**src/rtl/md_pkg.sv**
```systemverilog
// Shared definitions for the pair sweep scheduler and its output queue.
//   PARTICLE_W : one particle slot, {null flag, x, y, z} with fp32 coordinates
//   PAIR_W     : one accepted pair, {ref position, nbr position}
//   FILT_O_W   : filter result, {reject, ref position, nbr position}
//   state_t    : sweep sequencer states
package md_pkg;

    localparam int PARTICLE_W = 97;
    localparam int NULL_BIT   = 96;
    localparam int POS_W      = 96;
    localparam int PAIR_W     = 192;
    localparam int CELL_ID_W  = 8;
    localparam int FILT_O_W   = 193;

    typedef enum logic [1:0] {
        IDLE,
        REF_WAIT,
        SWEEP,
        DRAIN
    } state_t;

endpackage

```
**src/rtl/pair_fifo2.sv**
```systemverilog
// Two-entry first-word-fall-through queue for accepted particle pairs.
//   clk, rst   : clock, synchronous active-high reset (empties the queue)
//   push       : write push_data (dropped only if full and not popping)
//   push_data  : pair to enqueue
//   pop        : consume head entry (ignored while empty)
//   pop_data   : head entry, valid whenever empty is low
//   full/empty : occupancy flags
module pair_fifo2
    import md_pkg::*;
(
    input  logic              clk,
    input  logic              rst,
    input  logic              push,
    input  logic [PAIR_W-1:0] push_data,
    input  logic              pop,
    output logic [PAIR_W-1:0] pop_data,
    output logic              full,
    output logic              empty
);

    logic [PAIR_W-1:0] mem [2];
    logic              wr_ptr;
    logic              rd_ptr;
    logic [1:0]        count;
    logic              do_push;
    logic              do_pop;

    assign full     = (count == 2'd2);
    assign empty    = (count == 2'd0);
    assign do_pop   = pop && !empty;
    // A pop in the same cycle frees the slot the push needs.
    assign do_push  = push && (!full || do_pop);
    assign pop_data = mem[rd_ptr];

    always_ff @(posedge clk) begin
        if (do_push) begin
            mem[wr_ptr] <= push_data;
        end
    end

    always_ff @(posedge clk) begin
        if (rst) begin
            wr_ptr <= 1'b0;
            rd_ptr <= 1'b0;
            count  <= 2'd0;
        end else begin
            if (do_push) begin
                wr_ptr <= ~wr_ptr;
            end
            if (do_pop) begin
                rd_ptr <= ~rd_ptr;
            end
            count <= count + {1'b0, do_push} - {1'b0, do_pop};
        end
    end

endmodule

```
**src/rtl/pair_sweep_scheduler.sv**
```systemverilog
// Walks every particle of a reference cell against every particle of a
// neighbour cell through an external combinational filter, and queues the
// accepted pairs for the force pipeline on a valid/ready stream.
//   clk, rst                   : clock, synchronous active-high reset
//   start, ref_cell, nbr_cell  : begin a sweep (sampled in IDLE only)
//   busy, done                 : sweep in progress / one-cycle completion pulse
//   ref_rd_*, nbr_rd_*         : 1-cycle-latency cell memory read ports
//   filt_*                     : operands to / result from the shared filter
//   pair_valid/ready/data      : accepted-pair output stream
//   pairs_checked/passed       : saturating per-sweep statistics
module pair_sweep_scheduler
    import md_pkg::*;
#(
    parameter int CELL_DEPTH = 32,
    parameter int ADDR_W     = 5,
    parameter int CNT_W      = 16
) (
    input  logic                  clk,
    input  logic                  rst,
    input  logic                  start,
    input  logic [CELL_ID_W-1:0]  ref_cell,
    input  logic [CELL_ID_W-1:0]  nbr_cell,
    output logic                  busy,
    output logic                  done,
    output logic                  ref_rd_en,
    output logic [ADDR_W-1:0]     ref_rd_addr,
    input  logic [PARTICLE_W-1:0] ref_rd_data,
    output logic                  nbr_rd_en,
    output logic [ADDR_W-1:0]     nbr_rd_addr,
    input  logic [PARTICLE_W-1:0] nbr_rd_data,
    output logic [PARTICLE_W-1:0] filt_reference,
    output logic [PARTICLE_W-1:0] filt_neighbor,
    output logic [CELL_ID_W-1:0]  filt_ref_cell,
    output logic [CELL_ID_W-1:0]  filt_nbr_cell,
    input  logic [FILT_O_W-1:0]   filt_o,
    output logic                  pair_valid,
    input  logic                  pair_ready,
    output logic [PAIR_W-1:0]     pair_data,
    output logic [CNT_W-1:0]      pairs_checked,
    output logic [CNT_W-1:0]      pairs_passed
);

    localparam logic [ADDR_W-1:0] LAST_SLOT = ADDR_W'(CELL_DEPTH - 1);

    state_t                state;
    state_t                state_next;
    logic [ADDR_W-1:0]     ref_addr;     // next reference slot to fetch
    logic [ADDR_W-1:0]     nbr_addr;     // slot currently on nbr_rd_data
    logic [PARTICLE_W-1:0] ref_reg;
    logic [CELL_ID_W-1:0]  ref_cell_q;
    logic [CELL_ID_W-1:0]  nbr_cell_q;
    logic [CNT_W-1:0]      checked_q;
    logic [CNT_W-1:0]      passed_q;
    logic                  busy_q;
    logic                  done_q;

    logic start_sweep;
    logic latch_ref;
    logic eval;
    logic push;
    logic row_end;
    logic fifo_full;
    logic fifo_empty;

    assign filt_reference = ref_reg;
    assign filt_neighbor  = nbr_rd_data;
    assign filt_ref_cell  = ref_cell_q;
    assign filt_nbr_cell  = nbr_cell_q;
    assign busy           = busy_q;
    assign done           = done_q;
    assign pairs_checked  = checked_q;
    assign pairs_passed   = passed_q;
    assign pair_valid     = !fifo_empty;

    always_comb begin
        state_next  = state;
        ref_rd_en   = 1'b0;
        ref_rd_addr = ref_addr;
        nbr_rd_en   = 1'b0;
        nbr_rd_addr = nbr_addr;
        start_sweep = 1'b0;
        latch_ref   = 1'b0;
        eval        = 1'b0;
        push        = 1'b0;
        row_end     = 1'b0;
        case (state)
            IDLE: begin
                if (start) begin
                    start_sweep = 1'b1;
                    ref_rd_en   = 1'b1;
                    ref_rd_addr = '0;
                    state_next  = REF_WAIT;
                end
            end
            REF_WAIT: begin
                if (ref_rd_data[NULL_BIT]) begin
                    state_next = DRAIN;
                end else begin
                    latch_ref   = 1'b1;
                    nbr_rd_en   = 1'b1;
                    nbr_rd_addr = '0;
                    state_next  = SWEEP;
                end
            end
            SWEEP: begin
                // While the queue is full the neighbour memory holds its
                // output, so the same operand is re-evaluated once space frees.
                if (!fifo_full) begin
                    eval    = 1'b1;
                    push    = !filt_o[FILT_O_W-1] && !nbr_rd_data[NULL_BIT];
                    row_end = nbr_rd_data[NULL_BIT] || (nbr_addr == LAST_SLOT);
                    if (row_end) begin
                        // ref_addr wrapping to 0 means the last slot was used.
                        if (ref_addr == '0) begin
                            state_next = DRAIN;
                        end else begin
                            ref_rd_en  = 1'b1;
                            state_next = REF_WAIT;
                        end
                    end else begin
                        nbr_rd_en   = 1'b1;
                        nbr_rd_addr = nbr_addr + 1'b1;
                    end
                end
            end
            DRAIN: begin
                if (fifo_empty) begin
                    state_next = IDLE;
                end
            end
            default: state_next = IDLE;
        endcase
    end

    always_ff @(posedge clk) begin
        if (rst) begin
            state      <= IDLE;
            ref_addr   <= '0;
            nbr_addr   <= '0;
            ref_reg    <= {1'b1, {POS_W{1'b0}}};
            ref_cell_q <= '0;
            nbr_cell_q <= '0;
            checked_q  <= '0;
            passed_q   <= '0;
            busy_q     <= 1'b0;
            done_q     <= 1'b0;
        end else begin
            state  <= state_next;
            busy_q <= (state_next != IDLE);
            done_q <= (state == DRAIN) && fifo_empty;
            if (start_sweep) begin
                ref_cell_q <= ref_cell;
                nbr_cell_q <= nbr_cell;
                checked_q  <= '0;
                passed_q   <= '0;
                ref_addr   <= '0;
            end
            if (latch_ref) begin
                ref_reg  <= ref_rd_data;
                ref_addr <= ref_addr + 1'b1;
                nbr_addr <= '0;
            end
            if (eval) begin
                if (checked_q != '1) begin
                    checked_q <= checked_q + 1'b1;
                end
                if (!row_end) begin
                    nbr_addr <= nbr_addr + 1'b1;
                end
            end
            if (push && (passed_q != '1)) begin
                passed_q <= passed_q + 1'b1;
            end
        end
    end

    pair_fifo2 u_fifo (
        .clk       (clk),
        .rst       (rst),
        .push      (push),
        .push_data (filt_o[PAIR_W-1:0]),
        .pop       (pair_ready),
        .pop_data  (pair_data),
        .full      (fifo_full),
        .empty     (fifo_empty)
    );

endmodule

```
**config.mk**
```make
export PLATFORM = sky130hd
export DESIGN_NAME = pair_sweep_scheduler
export DESIGN_NICKNAME = d
export VERILOG_FILES = /design/src/rtl/md_pkg.sv /design/src/rtl/pair_fifo2.sv /design/src/rtl/pair_sweep_scheduler.sv
export SDC_FILE = /design/constraint.sdc
export NUM_CORES = 1
export LEC_CHECK = 0
export CAP_MARGIN = 20
export CORE_AREA = 5 5 331 333
export CTS_BUF_LIST = sky130_fd_sc_hd__clkbuf_16
export CTS_CLUSTER_SIZE = 40
export DETAILED_ROUTE_END_ITERATION = 8
export DIE_AREA = 0 0 336 338
export DONT_BUFFER_PORTS = 1
export GPL_TIMING_DRIVEN = 0
export PLACE_DENSITY_LB_ADDON = 0.2
export SLEW_MARGIN = 20
export SYNTH_ARGS = -nofsm -noshare
export SYNTH_HDL_FRONTEND = slang
export SYNTH_SLANG_ARGS = --single-unit
```
**constraint.sdc**
```tcl
create_clock -name clk -period 31.8 [get_ports clk]
set_input_delay 3.18 -clock clk [delete_from_list [all_inputs] [get_ports clk]]
set_output_delay 3.18 -clock clk [all_outputs]
set_load 0.05 [all_outputs]
```
### PDN straps and rails, run 1

The bar under the picture is 100 microns long. Pins as bars on the die edge.
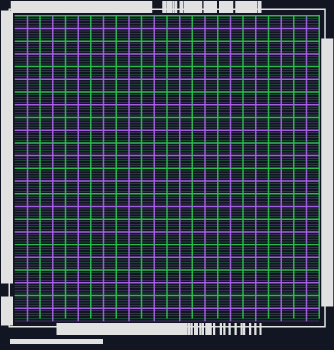
VDD: in green. VSS: in purple.
856 signal pins sit on the boundary. 24 straps on met4. 24 straps on met5. 121 met1 rails follow the rows.

### Placement by cell class, run 1

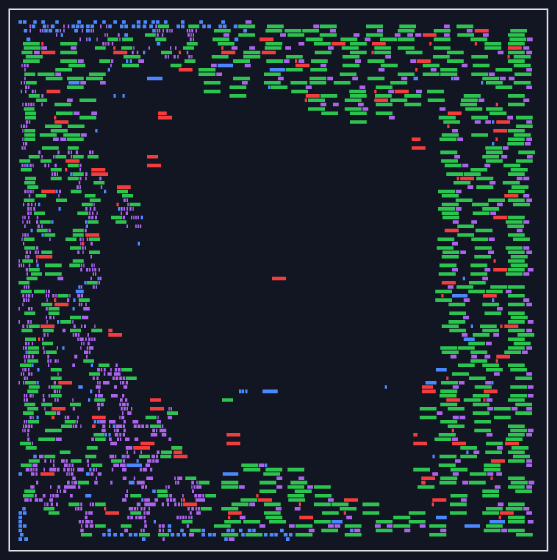
clock drivers and dummy loads: in red, cells 120, share of their area 8.7%. remaining logic cells: in purple, cells 827, share of their area 23%. remaining buffers and delay cells: in blue, cells 187, share of their area 6.0%. registers: in green, cells 548, share of their area 62%.

### Clock wires, drivers and flops, run 1

The bar under the picture is 100 microns long.
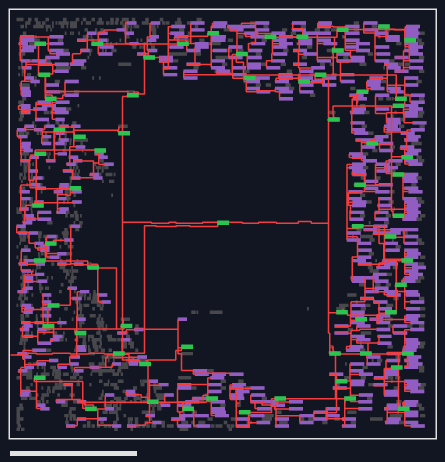
clock-net drivers: in green, count 66. clock wires: in red, length 7,920 microns. flip-flops: in purple, count 548.
There are 67 routed clock nets. Position of the flops: all over the die.

run 1: power by group:
| group | total, mW | internal (mW) | switching [mW] |
|---|---|---|---|
| Sequential | 0.824 | 0.777 | 0.0463 |
| Combinational | 0.419 | 0.0951 | 0.324 |
| Clock | 0.715 | 0.410 | 0.306 |
| Total | 1.96 | 1.28 | 0.676 |
run 1: critical path, delay by kind of cell:
family | cells | cell delay, ns
and+or+nand+nor | 4 | 1.97
run 1: logic make-up after synthesis:
| kind of cell | after synthesis | synth area share [%] |
|---|---|---|
| buffers and inverters | 184 | 5.108 |
| AND/OR/NAND/NOR | 387 | 8.081 |
| multiplexers | 196 | 10.39 |
| adder cells (fa/ha/maj) | 12 | 0.7078 |
| flip-flops | 548 | 69.84 |
| AND-OR/OR-AND | 208 | 5.462 |
| XOR/XNOR | 10 | 0.4129 |
==> qor.yml, run 1 <==
outcome: "completed"
global_route_met2_utilization_pct: 22.15
largest_register_ffs: 384
final_area_sq_mm: 0.02548
clock_sinks: 548
port_buffers: 0
placementRows: 120
ys_area_sq_mm: 0.02121
dominantRegCellSynth: "edfxtp_1"
routed_via_density: 4.054
cts_resized: 0
floorplan.die.width_microns: 336
first_global_vias: 12730
place.detailed.hpwl_mm: 59.21
clockRootBuffer: "clkbuf_16"
openroad.warnings: 30
yosys.area.top_type_share_pct: 54.36
cts_inserted_buffers: 66
die_height_microns: 338
met3WireLength_mm: 10.65
critical_path.endpoint_type: "primary output"
post_synth_most_frequent_cells: "edfxtp_1, nand2_1, mux2_2"
synthesis.instances: 1545
n_all_inverters: 14
avgRoutedWirePerCell_microns: 24.04
place.gp.congestion: 0.8486
transition_at_the_pin_with_the_smallest_max_transition_slack_ns: 1.186
synth_flops: 548
design.seq.count: 548
number_of_antenna_violations_at_the_first_check_in_global_routing: 22
async_flop_share_pct: 0
layout.clock.cell_area_share_pct: 8.128
ff2ff_path_depth: 8
timing.critical_path.cells: "or2_2 -> nor3_1 -> nor2_1 -> nor2b_1"
timing.hold.worst_endpoint: "nbr_addr[4]"
ys_types: 58
area_share_nonclk_buffers_pct: 5.574
rsz0062_at_grt: "no"
power.density_mw_per_mm2: 76.85
synth.largest_area_cell: "edfxtp_1"
cts_htree_levels: 3
synth-edff-count: 384
final_layout_top_logic_cell: "edfxtp_1"
critical_path.startpoint_type: "input port"
worstReg2RegEnd: "u_fifo.mem[1][54]"
setup-violations-final: 0
antenna_violating_nets_post_route: 0
drt_iter0_drc: 547
hold_ws_ns: 0.5097
synth_area_sq_mm: 0.02121
pre_cts_slack_ns: 23.50
post-route-worst-setup-slack_ns: 23.47
hold_violations: 0
grt_remaining_overflow: 0
top_cells_by_area: "edfxtp_1, dfxtp_1, mux2_2"
worstPathArrival_ns: 5.15
synth.yosys.warnings: 0
worst-endpoint-required_ns: 28.62
fillers: 11140
final_core_utilization_pct: 23.97
ys_cells: 1545
fin_cells: 3092
cts_tree: "yes"
crit_path_max_incr_delay_ns: 0.89
drive_gt1_share_pct: 25.45
worst_setup_path_endpoint: "nbr_rd_en"
leakage_nw: 8.237
postSynthSeqShare_pct: 69.84
fp.dieArea_sq_mm: 0.1136
antenna_cells_inserted: 7
timing.hold.worst.start: "nbr_addr[4]"
combAreaFraction_pct: 20.99
synth_top_cell_by_count: "edfxtp_1"
hold_buffers: 0
wire_length_of_the_first_global_routing_pass_mm: 99.40
top_area_cell_class: "registers"
--- run 2 (diff from run 1) ---
==> constraint.sdc (replaced) <==
create_clock -name clk -period 8.2 [get_ports clk]
set_input_delay 0.82 -clock clk [delete_from_list [all_inputs] [get_ports clk]]
set_output_delay 0.82 -clock clk [all_outputs]
set_load 0.05 [all_outputs]
==> qor.yml, run 2 <==
ys_cells: 1545
wire_length_of_the_first_global_routing_pass_mm: 96.13
power.density_mw_per_mm2: 299.0
worst_clock_skew_ns: 0.02891
yosys.area.top_type_share_pct: 54.36
synth_top_cell_by_count: "edfxtp_1"
fp.dieArea_sq_mm: 0.1136
drive_gt1_share_pct: 25.16
cp.buffers_inverters: 0
worstPathArrival_ns: 3.73
synthSimpleGateAreaFrac_pct: 8.081
worst_setup_path_endpoint: "nbr_rd_en"
antenna_violating_nets_post_route: 0
xor_area_share_pct: 0.4129
crit_path_max_incr_delay_ns: 0.91
synth_area_sq_mm: 0.02121
timing.critical_path.cells: "ha_1 -> and3_1 -> ha_1 -> or2_2 -> nor3_1 -> nor2_1 -> nor2b_1"
first_global_vias: 12560
timing.final.max_slew_violations: 0
final_area_sq_mm: 0.02550
path_class: "reg2out"
placementRows: 120
mux_share_pct: 10.39
port_buffers: 0
openroad.warnings: 30
hold_buffers: 0
transition_at_the_pin_with_the_smallest_max_transition_slack_ns: 1.162
nets_at_floorplan: 1964
fin_cells: 3084
timing.hold.worst_endpoint: "u_fifo.mem[1][112]"
clock.fmax_ghz: 0.2198
regToRegStartpoint: "state[0]"
final_core_utilization_pct: 23.99
min_path_cells: 0
die_height_microns: 338
met3WireLength_mm: 10.46
drc_violations: 0
clkSlewWorstSetupHoldPaths_ns: 0.06
top_cells_by_area: "edfxtp_1, dfxtp_1, mux2_2"
critical_path.endpoint_type: "primary output"
met1_usage_pct: 11.10
grt_remaining_overflow: 0
dominantRegCellSynth: "edfxtp_1"
post-route-worst-setup-slack_ns: 3.651
ys_area_sq_mm: 0.02121
postSynthSeqShare_pct: 69.84
setup-violations-final: 0
place.gp.congestion: 0.8374
worstReg2RegEnd: "u_fifo.mem[1][107]"
avgRoutedWirePerCell_microns: 23.45
number_of_antenna_violations_at_the_first_check_in_global_routing: 18
async_flop_share_pct: 0
cts_tree: "yes"
ff2ff_path_depth: 8
cts_resized: 0
grt_max_degree: 53
clock_sinks: 548
max-cap-violations: 0
cts_setup_buffers: 0
setup.worst_path.start: "nbr_addr[0]"
critPathTopFamily: "simple AND/OR/NAND/NOR gates"
floorplan_utilization_pct: 19.95
drt_iter0_drc: 605
worst-endpoint-required_ns: 7.38
detail_route.wirelength_mm: 72.31
routed_via_density: 4.024
place.detailed.hpwl_mm: 57.22
final_layout_top_logic_cell: "edfxtp_1"
outcome: "completed"
floorplan.die.width_microns: 336
pre_cts_slack_ns: 4.324
cts_htree_levels: 3
leakage_nw: 8.220
m1WireLength_mm: 23.09
hold_ws_ns: 0.2975
global_route_met2_utilization_pct: 20.99
synthesis.instances: 1545
synth-edff-count: 384
wp_depth: 7
aoi_oai_family_share_of_the_synthesized_area_pct: 5.462
worst-r2r-setup-slack_ns: 5.41
detailroute.wirelength.met2_mm: 36.69
rsz0062_at_grt: "no"
clockRootBuffer: "clkbuf_16"
synth.yosys.warnings: 0
ys_types: 58
timing.hold.worst.start: "filt_o[112]"
crit_path_max_fanout: 7
critical_path.startpoint_type: "register"
hold_violations: 0
synth.cellmix.adderShare_pct: 0.7078
ys_top_logic_family: "multiplexers"
post_synth_most_frequent_cells: "edfxtp_1, nand2_1, mux2_2"
largest_register_ffs: 384
synth_flops: 548
timing.final.crit_period_ns: 4.549
synth.largest_area_cell: "edfxtp_1"
-- run 2: cell counts after synthesis --
Identical to the previous run, type by type.
-- run 2: cell type report --
cell class                 count  area [sq um]
antenna                        8         20.02
buffer                       170          1033
clock buffer                  68          1702
clock inverter                43         391.6
fill                       11110         80800
inverter                      14         52.55
multi-input combinational    813          5343
sequential                   548         14810
tap                         1403          1755
timing repair buffer          17         386.6
-- run 2: report_power, final --
| group | switching (mW) | internal (mW) | total, mW | leakage, nW |
|---|---|---|---|---|
| clock network | 1.14 | 1.69 | 2.83 | 1.07 |
| registers | 0.179 | 3.02 | 3.19 | 4.78 |
| logic | 1.23 | 0.369 | 1.60 | 2.37 |
| total | 2.55 | 5.08 | 7.62 | 8.22 |
### Clock wires, drivers and flops, run 2

The bar under the picture is 100 microns long.
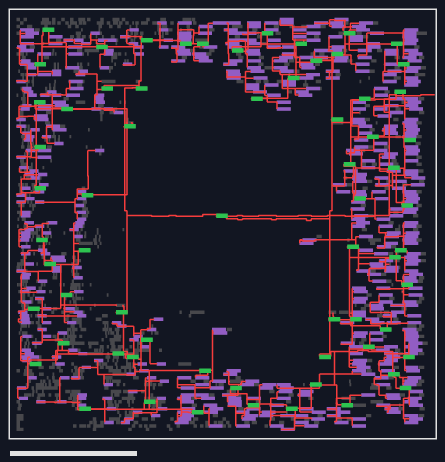
clock wires: in red, length 7,800 microns. clock-net drivers: in green, count 66. flip-flops: in purple, count 548.
There are 67 routed clock nets.

### Clock nets, run 2

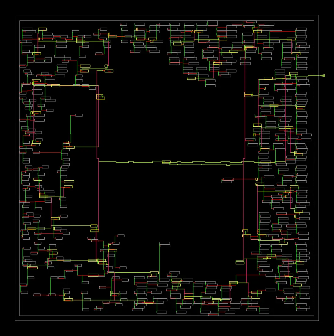
CTS buffer count: 66
number of flip-flops and latches: 548

### Metal layers overlaid, run 2

The bar under the picture is 100 microns long.
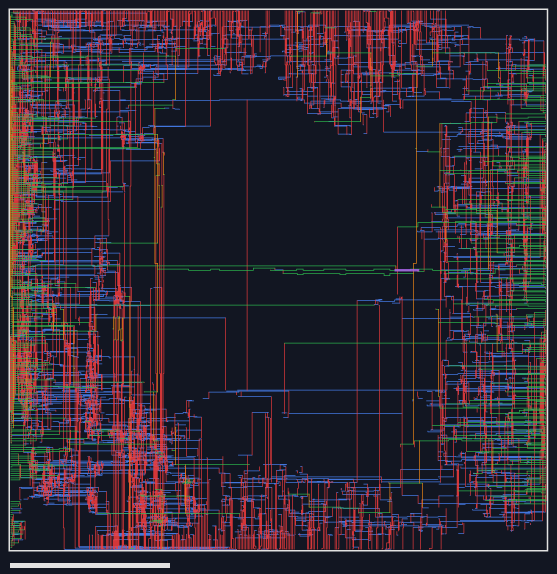
M4: in orange, wire length 2,060 microns. M1: in blue, wire length 23.1 mm. M3: in green, wire length 10,500 microns. M2: in red, wire length 36.7 mm. M5: in purple, wire length 13.8 microns.

--- run 3 (diff from run 2) ---
==> constraint.sdc (replaced) <==
create_clock -name clk -period 4 [get_ports clk]
set_input_delay 0.4 -clock clk [delete_from_list [all_inputs] [get_ports clk]]
set_output_delay 0.4 -clock clk [all_outputs]
set_load 0.05 [all_outputs]
==> qor.yml, run 3 <==
synthesis.instances: 1545
synth.cellmix.adderShare_pct: 0.7078
ys_types: 58
regToRegStartpoint: "state[1]"
drive_gt1_share_pct: 21.88
cell_internal_pwr_mw: 10.39
async_flop_share_pct: 0
ff2ff_path_depth: 7
critical_path.startpoint_type: "register"
worst_setup_path_endpoint: "nbr_rd_addr[3]"
dominantRegCellSynth: "edfxtp_1"
timing.critical_path.cells: "ha_1 -> and3_1 -> ha_1 -> nor2_1 -> nand4_1 -> o31ai_2"
clock.fmax_ghz: 0.2673
nets_at_floorplan: 1964
drc_violations: 0
cts_htree_levels: 3
m1WireLength_mm: 26.21
place.detailed.hpwl_mm: 57.94
fp.dieArea_sq_mm: 0.1136
port_buffers: 0
gr-max-usage-layer: "met2"
wp_depth: 6
max-vdd-ir-drop_uv: 280.2
groute.layer.met3.usage_pct: 5.328
first_global_vias: 14260
wire_length_of_the_first_global_routing_pass_mm: 101.5
critical-path-top-cell-by-count: "ha_1"
avgRoutedWirePerCell_microns: 21.90
cts_inserted_buffers: 66
crit_path_max_fanout: 6
critPathTopFamily: "AND-OR/OR-AND gates"
met1_usage_pct: 12.72
largest_register_ffs: 384
critical_path.endpoint_type: "primary output"
cp.buffers_inverters: 0
p_sw_mw: 5.455
p_sw_share_pct: 34.43
detail_route.wirelength_mm: 74.30
post-route-worst-setup-slack_ns: 0.2585
timing.final.crit_period_ns: 3.742
top_layer_used: "met5"
clkSlewWorstSetupHoldPaths_ns: 0.06
transition_at_the_pin_with_the_smallest_max_transition_slack_ns: 1.189
max-cap-violations: 0
detailroute.wirelength.met2_mm: 38.49
globalRouteTotalUtil_pct: 12.25
place.gp.congestion: 0.8175
crit_path_max_incr_delay_ns: 1.03
worstReg2RegEnd: "filt_reference[5]"
synth.largest_area_cell: "edfxtp_1"
rsz0062_at_grt: "no"
hp-class: "in2reg"
hold_violations: 0
number_of_antenna_violations_at_the_first_check_in_global_routing: 21
slowest_stage_cell_crit_path: "o31ai_2"
outcome: "completed"
synth_area_per_cell_sq_um: 13.73
worstPathArrival_ns: 3.34
power.density_mw_per_mm2: 555.8
min_path_cells: 2
comb_power_mw: 3.63
cts_tree: "yes"
timing.hold.worst_endpoint: "filt_reference[86]"
post_synth_most_frequent_cells: "edfxtp_1, nand2_1, mux2_2"
global_route_met2_utilization_pct: 22.38
combGateArea_sq_mm: 0.005385
layout_worst_path_cycle_share_pct: 93.54
setup.worst_path.start: "nbr_addr[0]"
final_core_utilization_pct: 26.81
leakage_nw: 9.440
combinationalPowerShare_pct: 22.9
synth_top_cell_by_count: "edfxtp_1"
floorplan.die.width_microns: 336
routed_via_density: 4.072
timing.final.max_slew_violations: 0
fillers: 10990
area_growth_pct: 34.36
pwr.group.sequential_mw: 6.54
met3WireLength_mm: 7.772
floorplan.io_pins: 856
placeableCoreArea_sq_mm: 0.1063
grt_remaining_overflow: 0
synth_area_sq_mm: 0.02121
fin_nets: 2351
top_cells_by_area: "edfxtp_1, dfxtp_1, mux2_2"
aoi_oai_family_share_of_the_synthesized_area_pct: 5.462
synth.yosys.warnings: 0
accumulated_negative_setup_slack_ns: 0
ys_area_sq_mm: 0.02121
register_area_sq_mm: 0.01482
synth-edff-count: 384
grt_max_degree: 48
timing.hold.worst.start: "ref_rd_data[86]"
worst-r2r-setup-slack_ns: 1.19
path_class: "reg2out"
placementRows: 120
antenna_violating_nets_post_route: 0
openroad.warnings: 30
dominant_power_group: "registers"
clk_path_buf_depth: 3
ys_cells: 1545
yosys.area.top_type_share_pct: 54.36
worst_slew_margin_rel_pct: 20.28
postSynthSeqShare_pct: 69.84
floorplan_utilization_pct: 19.95
die_height_microns: 338
worst-endpoint-required_ns: 3.60
ys_top_logic_family: "multiplexers"
mux_share_pct: 10.39
setup-violations-final: 0
power.sequential.fraction_pct: 41.3
pre_cts_slack_ns: 0.5003
via_count: 13820
xor_area_share_pct: 0.4129
final_layout_top_logic_cell: "edfxtp_1"
drt_iter0_drc: 716
top_register: "u_fifo.mem"
clockRootBuffer: "clkbuf_16"
clock_share_of_power_pct: 35.8
drt_pre_antenna_iters: 5
synth_flops: 548
cts_setup_buffers: 0
synthSimpleGateAreaFrac_pct: 8.081
run 3: final cells by class:
type	count	share of cell area, %
flip-flops and latches	548	51.98
multi-input cells	813	18.90
repair buffers	319	11.82
well taps	1403	6.159
clock buffers	66	5.795
plain buffers	170	3.626
clock inverters	54	1.479
inverters	14	0.1844
diodes	6	0.05268
run 3: per-stage QoR:
stage	power, mW	instance area, sq um	instances	hold slack, ns
after floorplan	9.357	21240	1545	0.4628
after global placement	10.04	23000	2948	0.4764
after detailed placement	10.07	23360	2964	0.4919
after CTS	16.19	28470	3387	0.004108
after global routing	16.54	28490	3390	0.01925
final	15.84	28500	3393	0.02934
run 3: what timing repair did:
item / in CTS / in global routing
endpoints found under the setup margin: 1 / 1
endpoints found under the hold margin: 495 / 0
gates resized: 1 / 1
hold buffers: 303 / 0
### Clock wires, drivers and flops, run 3

The bar under the picture is 100 microns long.
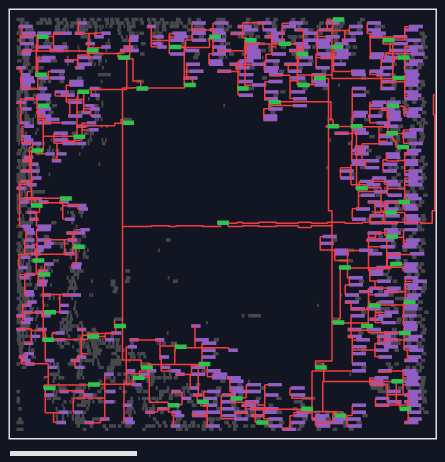
clock wires: in red, length 7,720 microns. flip-flops: in purple, count 548. clock-net drivers: in green, count 66.
Position of the flops: all over the die. There are 67 routed clock nets.

### Clock nets, run 3

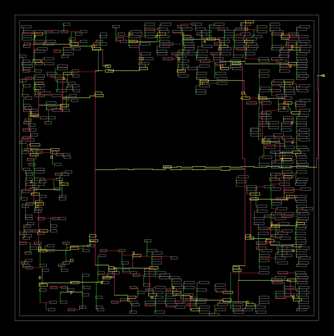
total clock sinks: 548
clock latency on the worst-skew pair: 0.62 ns
Clock net power: 5.67 mW
count of clock buffers in the final design: 66
setup clock skew after layout: 0.01307 ns

### Placement by cell class, run 3

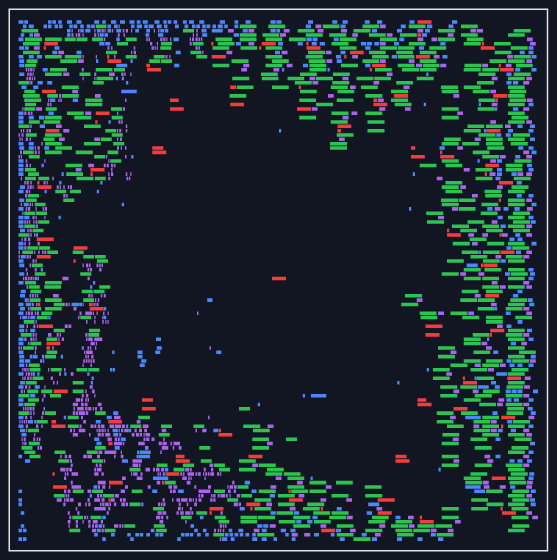
registers: in green, cells 548, share of their area 55%. clock drivers and dummy loads: in red, cells 120, share of their area 7.8%. remaining logic cells: in purple, cells 827, share of their area 20%. remaining buffers and delay cells: in blue, cells 489, share of their area 16%.

No activity file was given, so power comes from the tool's default toggle rates.
